==> config.mk <==
export PLATFORM = sky130hd
export DESIGN_NAME = sub_serial
export DESIGN_NICKNAME = d
export VERILOG_FILES = /design/src/rtl/add_sub_pkg.sv /design/src/rtl/full_sub_1.sv /design/src/rtl/sub_serial.sv
export SDC_FILE = /design/constraint.sdc
export NUM_CORES = 1
export LEC_CHECK = 0
export ABC_AREA = 1
export CAP_MARGIN = 10
export CORE_MARGIN = 2
export CORE_UTILIZATION = 55
export CTS_BUF_LIST = sky130_fd_sc_hd__clkbuf_4
export DETAILED_ROUTE_END_ITERATION = 6
export MAX_ROUTING_LAYER = met4
export PLACE_DENSITY = 0.95
export SYNTH_ARGS = -nofsm -noshare
export SYNTH_HDL_FRONTEND = slang
export SYNTH_SLANG_ARGS = --single-unit
export TNS_END_PERCENT = 100
==> constraint.sdc <==
create_clock -name clk -period 2.55 [get_ports clk]
set_clock_uncertainty 0.2 [all_clocks]
set_input_delay 0.255 -clock clk [delete_from_list [all_inputs] [get_ports clk]]
set_output_delay 0.255 -clock clk [all_outputs]
set_load 0.02 [all_outputs]
==> src/rtl/add_sub_pkg.sv <==
// add_sub_pkg: shared constants and state encoding for the add/sub datapath.
package add_sub_pkg;
    localparam int ADD_SUB_WIDTH = 4;
    localparam logic [1:0] ST_IDLE = 2'd0;
    localparam logic [1:0] ST_RUN  = 2'd1;
    localparam logic [1:0] ST_DONE = 2'd2;
    typedef enum logic [1:0] {
        S_IDLE = ST_IDLE,
        S_RUN  = ST_RUN,
        S_DONE = ST_DONE
    } state_t;
endpackage

==> src/rtl/full_sub_1.sv <==
// full_sub_1: combinational 1-bit full subtractor, mirror of the adder's full-adder cell.
module full_sub_1 (
    input  logic x,
    input  logic y,
    input  logic bi,
    output logic diff,
    output logic bo
);
    assign diff = x ^ y ^ bi;
    assign bo   = (~x & y) | (~(x ^ y) & bi);
endmodule

==> src/rtl/sub_serial.sv <==
// sub_serial: bit-serial two's-complement subtractor d = a - b - bin, LSB first,
// with start/busy/done handshake, unsigned borrow-out and signed overflow.
module sub_serial
    import add_sub_pkg::*;
#(
    parameter int WIDTH = ADD_SUB_WIDTH
) (
    input  logic             clk,
    input  logic             rst,
    input  logic             start,
    input  logic [WIDTH-1:0] a,
    input  logic [WIDTH-1:0] b,
    input  logic             bin,
    output logic             busy,
    output logic             done,
    output logic [WIDTH-1:0] d,
    output logic             bout,
    output logic             overflow
);
    localparam int CW = $clog2(WIDTH);

    state_t           state_q, state_d;
    logic [WIDTH-1:0] a_q, a_d, b_q, b_d, d_q, d_d;
    logic [CW-1:0]    cnt_q, cnt_d;
    logic             br_q, br_d, bout_q, bout_d, ovf_q, ovf_d;
    logic             busy_q, busy_d, done_q, done_d;
    logic             diff, bo, accept, last;

    full_sub_1 u_fs (.x(a_q[0]), .y(b_q[0]), .bi(br_q), .diff(diff), .bo(bo));

    assign accept = start && state_q != S_RUN;
    assign last   = cnt_q == CW'(WIDTH - 1);

    always_comb begin
        state_d = state_q;
        a_d     = a_q;
        b_d     = b_q;
        d_d     = d_q;
        cnt_d   = cnt_q;
        br_d    = br_q;
        bout_d  = bout_q;
        ovf_d   = ovf_q;
        busy_d  = busy_q;
        done_d  = 1'b0;
        if (accept) begin
            state_d = S_RUN;
            a_d     = a;
            b_d     = b;
            br_d    = bin;
            cnt_d   = '0;
            d_d     = '0;
            bout_d  = 1'b0;
            ovf_d   = 1'b0;
            busy_d  = 1'b1;
        end else if (state_q == S_RUN) begin
            a_d   = a_q >> 1;
            b_d   = b_q >> 1;
            br_d  = bo;
            d_d   = {diff, d_q[WIDTH-1:1]};
            cnt_d = cnt_q + 1'b1;
            // br_q here is the borrow into the MSB, so its xor with bo flags signed overflow
            if (last) begin
                bout_d  = bo;
                ovf_d   = br_q ^ bo;
                state_d = S_DONE;
                busy_d  = 1'b0;
                done_d  = 1'b1;
            end
        end else if (state_q == S_DONE) begin
            state_d = S_IDLE;
        end
    end

    always_ff @(posedge clk or posedge rst) begin
        if (rst) begin
            state_q <= S_IDLE;
            a_q     <= '0;
            b_q     <= '0;
            d_q     <= '0;
            cnt_q   <= '0;
            br_q    <= 1'b0;
            bout_q  <= 1'b0;
            ovf_q   <= 1'b0;
            busy_q  <= 1'b0;
            done_q  <= 1'b0;
        end else begin
            state_q <= state_d;
            a_q     <= a_d;
            b_q     <= b_d;
            d_q     <= d_d;
            cnt_q   <= cnt_d;
            br_q    <= br_d;
            bout_q  <= bout_d;
            ovf_q   <= ovf_d;
            busy_q  <= busy_d;
            done_q  <= done_d;
        end
    end

    assign busy     = busy_q;
    assign done     = done_q;
    assign d        = d_q;
    assign bout     = bout_q;
    assign overflow = ovf_q;
endmodule

==> GITHUB_STEP_SUMMARY, run 1 <==
### Metrics collected by this job

| Metric | Value |
|---|---|
| Fmax | 0.5659 GHz |
| Initial drt markers | 18 |
| First-pass GRT wire length | 3077 um |
| Total chip power | 1.430 mW |
| Count of library flops with an enable pin | 0 |
| Fp_density | 60.35% |
| R2r setup slk | 1.03 ns |
| Mapped Area | 940.9 um^2 |
| Commonest cells in the netlist | 27 x nand3_1, 25 x nand2_1, 21 x dfrtp_1 |
| Pleak | 0.5817 nW |
| Relative slew margins | 48.68% |
| Area growth syn-to-layout | 22.34% |
| Via count | between 700 and 800 |
| Antenna violations before repair | 0 |
| CTS resizes | 0 |
| Min Hold Slack | 0.1755 ns |
| CTS Buf Count | 3 |
| IO buf count | 19 |
| HPWL after detailed placement | 1360 um |
| Yosys Chip Area | 940.9 um^2 |
| Yosys cell count | 104 |
| Grt total ovfl | 0 |
| CP Class | flop to primary output |
| Drt wl/cell | 12.81 um |
| Worst R2R End | a_q[3] |
| Final slew viol count | 0 |
| CP Launch Type | flop |
| Crit end category | primary output |
| Syn Nets | between 100 and 150 |
| Design area | 1151 um^2 |
| DIE WIDTH | 45.36 um |
| Post-synth seq share | 55.85% |
| Met3 Resource Use GR | 5.200% |
| Synth Instances | 104 |
| Worst Path Buf+Inv | 1 |
| GPL Wtd Cong | a little over 0.8 |
| Post-synth regs | 21 |
| Most common cell in the netlist | nand3_1 |
| CP Depth | 1 |
| Cts hold-fix bufs | 0 |
| Die area | 2058 um^2 |
| Layout cells sized above 1 | slightly above 7% |
| H-tree depth | 1 |
| Routed Wire Length | 1794 um |
| CP max-delay cell | clkdlybuf4s50_1 |
| Met2 wire length | 935 um |
| TritonCTS sink count | 21 |
| Crit path from | bout |
| Crit Reg-Reg Startpoint | state_q[1] |
| Sequential cell area | between 500 and 600 um^2 |
| Top cell excl fill/tap | nand3_1 |
| Late-Pin Clk Latency | 0.30 ns |
| Initial DRT Pass Iterations | 4 |
| Crit Path Max Fanout | 2 |
| Most frequent logic cells in the routed design | 27 x nand3_1, 25 x nand2_1, 21 x dfrtp_1, 19 x clkdlybuf4s50_1, 14 x inv_1 |
| Crit path cell chain | clkdlybuf4s50_1 |
| CP top delay family | buffers and inverters |
| Top area cell types | dfrtp_1 56%, nand3_1 14%, nand2_1 10% |
| Synth cell types | 16 |
| Nets | between 100 and 150 |
| Log Warnings | 26 |
| Minimum clock period | 1.767 ns |
| Setup-failing EPs final | 0 |
| Final-report hold violation count | 0 |
| Clock Pin Slew Worst Setup and Hold Paths | 0.11 ns |
| Longest Clk Path Bufs | 2 |
| Post-CTS Repair Setup Buffers | 0 |
| Wl on met1 | 757 um |
| Setup_tns | 0 ns |
| CTS tree | done |
| Crit path capture | bout |
| Final Cycle Share | approximately 69% |
| Critical Path RT | 2.10 ns |
| RSZ-0062 raised after global routing | no |
| Non-Filler Instances | 140 |
| Post-Place Cells | 136 |
| Synth Warn # | 0 |
| Vias/cell | about 5.4 |
| CTS root buf | clkbuf_4 |
| Cell taking the most area after synthesis | dfrtp_1 |
| Tot GR Track Use | between 20% and 30% |
| Ant. Diodes | 0 |
| Max cap viols | 0 |
| DRC viols | 0 |
| Outcome | completed |
| Ys async rst share | 100.0% |
| Ys flop type | dfrtp_1 |
| Final antenna-violating net count | 0 |
| Met3 Routed Length | 79 um |
| CP Data Arrival Time | between 1 and 1.5 ns |
| Vias in the first global route | 706 |
| Busiest grt layer | met2 |
| Worst Setup Slack, final | 0.7828 ns |
| PwrDens | 1243 nW/um^2 |
| Die height | ~45 um |
| Highest routed layer | met4 |
| Syn Area/Cell | 9.047 um^2 |
| Cell Rows | 14 |
| R2r worst-path depth | 6 |
| Crit path largest cell delay | roughly 0.63 ns |
| Ports | 20 |
| Peak supply drop | about 800 uV |
| Worst hold path class | primary input to asynchronous set/reset pin |
| Comb area | 329.1 um^2 |
| Place WS | 0.7001 ns |
| Final-layout fill cell count | 116 |
| GRT met1 Usage | 28.38% |
| Area after DPL | 1121 um^2 |
| Core ar. | between 1500 and 2000 um^2 |
| Max-area cell share | between 50% and 60% |
| Worst Tran Pin Value | ~0.77 ns |
| Largest net degree at the start of global routing | 22 |
run 1: cell families after synthesis:
| family | synth area share, % |
|---|---|
| AOI/OAI and AO/OA | 3.590 |
| adders and majority gates | 3.457 |
| buffers and inverters | 9.175 |
| DFF | 55.85 |
| and+or+nand+nor | 27.93 |
run 1: area by class of cell:
type                            count  share of cell area, %
Inverter                           15                  4.891
Multi-Input combinational cell     65                  28.59
Clock buffer                        4                  2.609
Timing Repair Buffer               19                  16.52
Sequential cell                    21                  45.65
Tap cell                           16                  1.739
run 1: where the power goes:
group | internal, mW | switching (mW) | total, mW
registers | 0.481 | 0.0941 | 0.575
logic | 0.269 | 0.418 | 0.687
clock network | 0.0716 | 0.0965 | 0.168
Figure 1. Placed cells, one color a class (run 1).
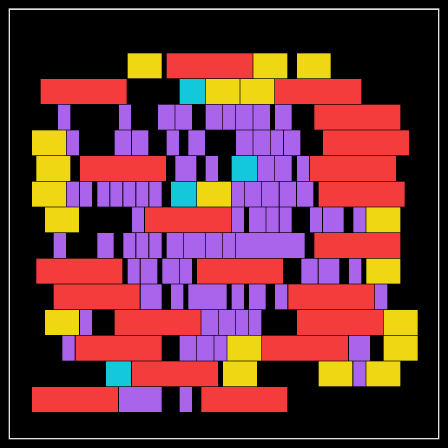
[yellow] remaining buffers and delay cells | cells: 19
[purple] remaining logic cells | cells: 80
[red] sequential cells | cells: 21
[cyan] clock drivers and dummy loads | cells: 4

Figure 2. Power grid (run 1).
Scale bar: 10 um. Pins as bars on the die edge.
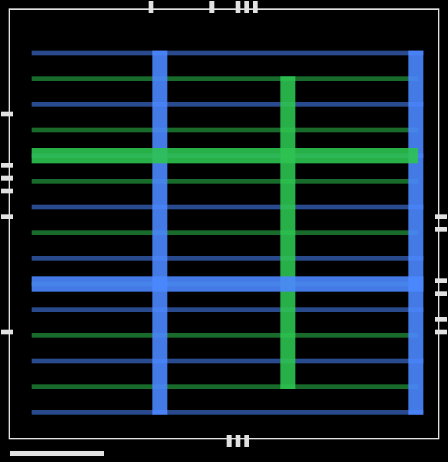
[blue] VSS
[green] VDD
met4 straps: 3
rows: 14

Figure 3. Congestion heat map (run 1).
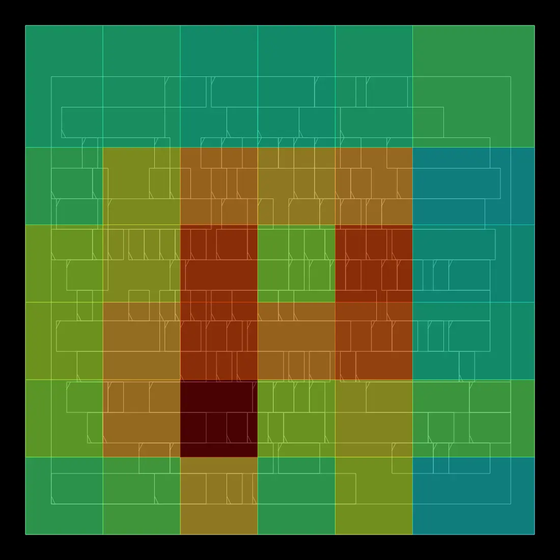
met2 Resource Use GR: 33.43%
Final Util: 73.84%

Figure 4. Cell area per tile (run 1).
Scale bar: 10 um. The die is cut into 9 by 9 equal tiles; black is low, pale yellow is high, 0 to 100% covered.
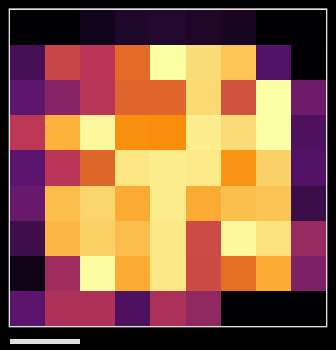
mean over tiles: 55%
nearly empty tiles: 9.9%
emptiest ninth of the die: top left
densest ninth of the die: middle
tiles over 75% full: 42%
fullest tile: 100%

Figure 5. I/O nets highlighted (run 1).
Scale bar: 10 um.
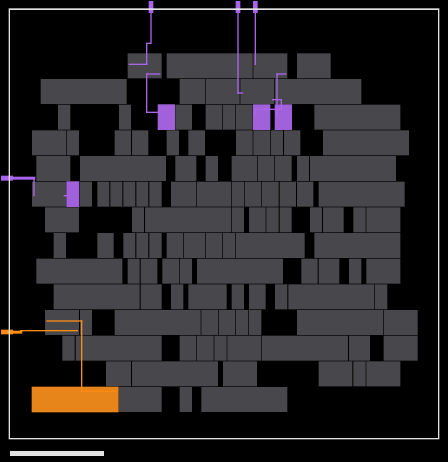

==> inputs of run 2 (changes only) <==
--- a/config.mk
+++ b/config.mk
@@ -8,11 +8,11 @@
 export ABC_AREA = 1
 export CAP_MARGIN = 10
 export CORE_MARGIN = 2
-export CORE_UTILIZATION = 55
+export CORE_UTILIZATION = 51
 export CTS_BUF_LIST = sky130_fd_sc_hd__clkbuf_4
 export DETAILED_ROUTE_END_ITERATION = 6
 export MAX_ROUTING_LAYER = met4
-export PLACE_DENSITY = 0.95
+export PLACE_DENSITY = 0.92
 export SYNTH_ARGS = -nofsm -noshare
 export SYNTH_HDL_FRONTEND = slang
 export SYNTH_SLANG_ARGS = --single-unit
==> constraint.sdc (replaced) <==
create_clock -name clk -period 1.8 [get_ports clk]
set_clock_uncertainty 0.2 [all_clocks]
set_input_delay 0.18 -clock clk [delete_from_list [all_inputs] [get_ports clk]]
set_output_delay 0.18 -clock clk [all_outputs]
set_load 0.02 [all_outputs]
Figure 6. I/O nets highlighted (run 2).
Scale bar: 10 um.
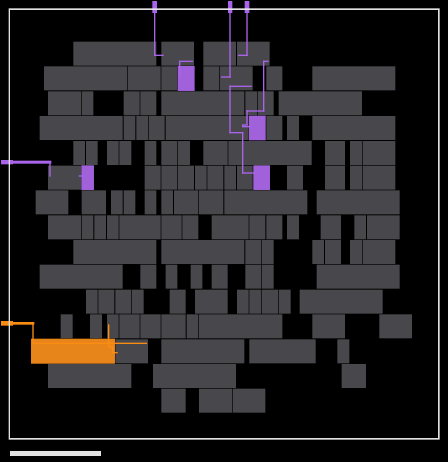
[purple] b | bits: 4 | direction: input | edge: 3 top, 1 left | end cells: 4 | buffers: 4 | wire: 53.3 um
[orange] busy | bits: 1 | direction: output | edge: left | end cells: 1 | buffers: 1 | wire: 20.7 um

Figure 7. Placed cells, one color a class (run 2).
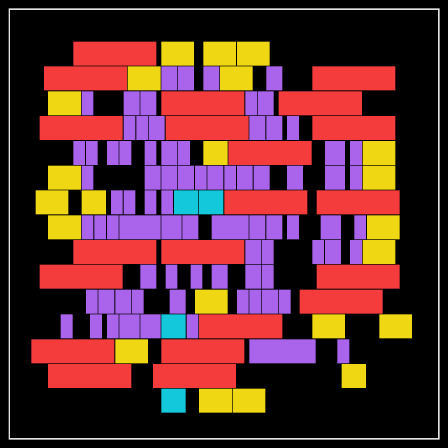
[red] sequential cells | cells: 21
[purple] remaining logic cells | cells: 80
[yellow] remaining buffers and delay cells | cells: 22
[cyan] clock drivers and dummy loads | cells: 4

==> GITHUB_STEP_SUMMARY, run 2 <==
### Metrics collected by this job

| Metric | Value |
|---|---|
| Setup-failing EPs final | 0 |
| Post-synthesis xor/xnor area fraction | 0% |
| Tot GR Track Use | between 20% and 30% |
| AND-OR/OR-AND Cells, Area Fraction | 3.590% |
| Met2 wire length | 917 um |
| Fp_density | 54.49% |
| Non-Filler Instances | 152 |
| DIE WIDTH | 46.95 um |
| Cell taking the most area after synthesis | dfrtp_1 |
| Most frequent logic cells in the routed design | 27 x nand3_1, 25 x nand2_1, 21 x dfrtp_1, 19 x clkdlybuf4s50_1, 14 x inv_1 |
| CP Data Arrival Time | roughly 1.3 ns |
| Nets | 142 |
| Via count | 772 |
| Final-layout fill cell count | 147 |
| Met3 Routed Length | around 86 um |
| CTS root buf | clkbuf_4 |
| Core ar. | 1727 um^2 |
| Max cap viols | 0 |
| Relative slew margins | between 70% and 80% |
| Outcome | complete, but fails checks |
| Most common cell in the netlist | nand3_1 |
| Count of library flops with an enable pin | 0 |
| First-pass GRT wire length | 3042 um |
| Commonest cells in the netlist | 27 x nand3_1, 25 x nand2_1, 21 x dfrtp_1 |
| Setup_tns | 0 ns |
| Clock Pin Slew Worst Setup and Hold Paths | 0.11 ns |
| TritonCTS sink count | 21 |
| Die area | 2204 um^2 |
| Comb pwr | 1.01 mW |
| Synth Warn # | 0 |
| Ys flop type | dfrtp_1 |
| Place WS | 0.3132 ns |
| Worst Tran Pin Value | 0.4365 ns |
| Crit path largest cell delay | 0.62 ns |
| Antenna violations before repair | 0 |
| Cts hold-fix bufs | 0 |
| P_sw | 0.8614 mW |
| Final slew viol count | 0 |
| Ports | 20 |
| Mux area share | 0% |
| Final Util | between 60 and 70% |
| Late-Pin Clk Latency | 0.30 ns |
| Layout cells sized above 1 | 9.449% |
| Met2 Resource Use GR | about a third |
| HPWL after detailed placement | 1321 um |
| Wl on met1 | 768 um |
| Final Cycle Share | 93.09% |
| Final antenna-violating net count | 0 |
| Int Pwr | 1.186 mW |
| Initial drt markers | 8 |
| Yosys adder share | around 3.5% |
| Syn Area/Cell | 9.047 um^2 |
| Crit Path Max Fanout | 2 |
| CTS Buf Count | 3 |
| DRC viols | 0 |
| Vias in the first global route | 699 |
| Cell Rows | 15 |
| Crit end category | primary output |
| Design area | 1185 um^2 |
| Largest net degree at the start of global routing | 22 |
| Initial DRT Pass Iterations | 4 |
| Vias/cell | 5.079 |
| Worst Path Buf+Inv | 1 |
| Ant. Diodes | 0 |
| Sequential Power Share | between 30% and 40% |
| RSZ-0062 raised after global routing | no |
| CP Class | flop to primary output |
| Critical Path RT | roughly 1.4 ns |
| Top area cell types | dfrtp_1 56%, nand3_1 14%, nand2_1 10% |
| Total chip power | 2.047 mW |
| Crit path cell chain | clkdlybuf4s50_1 |
| Highest routed layer | met4 |
| Post-synth regs | 21 |
| Ys async rst share | 100.0% |
| Flop+latch power | approximately 0.8 mW |
| Longest Clk Path Bufs | 2 |
| Top cell excl fill/tap | nand3_1 |
| GRT met1 Usage | 25.31% |
| Die height | 46.95 um |
| IO buf count | 19 |
| Peak supply drop | 1318 uV |
| Final-report hold violation count | 11 |
| Syn Nets | 118 |
| Area growth syn-to-layout | 25.93% |
| Grt total ovfl | 0 |
| Simple Share, Synth | between 20 and 30% |
| H-tree depth | 1 |
| CTS tree | done |
| Met3 Resource Use GR | 3.846% |
| Synth Instances | between 100 and 150 |
| Synth cell types | 16 |
| Min Hold Slack | -0.004648 ns |
| Pwr top | combinational cells |
| Top non-seq family | simple AND/OR/NAND/NOR gates |
| Post-synth seq share | between 50% and 60% |
| Sw frac | a little over two fifths |
| Yosys Chip Area | between 900 and 1000 um^2 |
| Post-CTS Repair Setup Buffers | 0 |
| Worst hold path class | primary input to asynchronous set/reset pin |
| GPL Wtd Cong | 0.7878 |
| CP top delay family | buffers and inverters |
| Failing checks | negative hold slack |
| Yosys cell count | 104 |
| Area after DPL | around 1200 um^2 |
| Max-area cell share | 55.85% |
| Worst Setup Slack, final | 0.1244 ns |
| Post-Place Cells | 148 |
Figure 8. Cell area per tile (run 2).
Scale bar: 10 um. The die is cut into 9 by 9 equal tiles; black is low, pale yellow is high, 0 to 100% covered.
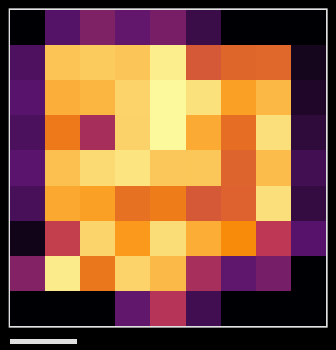
densest ninth of the die: middle
fullest tile: 99%
tiles over 75% full: 38%
nearly empty tiles: 14%
emptiest ninth of the die: bottom right

[run 2: cell count changes in the layout (fill, tap and decap cells not counted)]
cell	previous run	this run
buf_4	0	3
[run 2: path summary, 6_finish.rpt]
check                           from        to  slack (ns)  cells past startpoint
max in group asynchronous        rst    b_q[3]        1.20                      3
worst min-delay path             rst      done      -0.005                      3
worst max register to register  br_q  overflow        0.30                      6
worst max-delay path            bout      bout        0.12                      1
worst min register to register  busy      busy        0.28                      2
min in group clk                b[3]    b_q[3]        0.22                      3
[run 2: area by class of cell]
type | instances | area, um^2 | area share, %
multi-input cells | 65 | 329.1 | 27.77
flip-flops and latches | 21 | 525.5 | 44.35
well taps | 25 | 31.28 | 2.640
clock buffers | 4 | 30.03 | 2.534
repair buffers | 22 | 212.7 | 17.95
inverters | 15 | 56.30 | 4.752
Power is estimated from default activity; no workload was simulated.
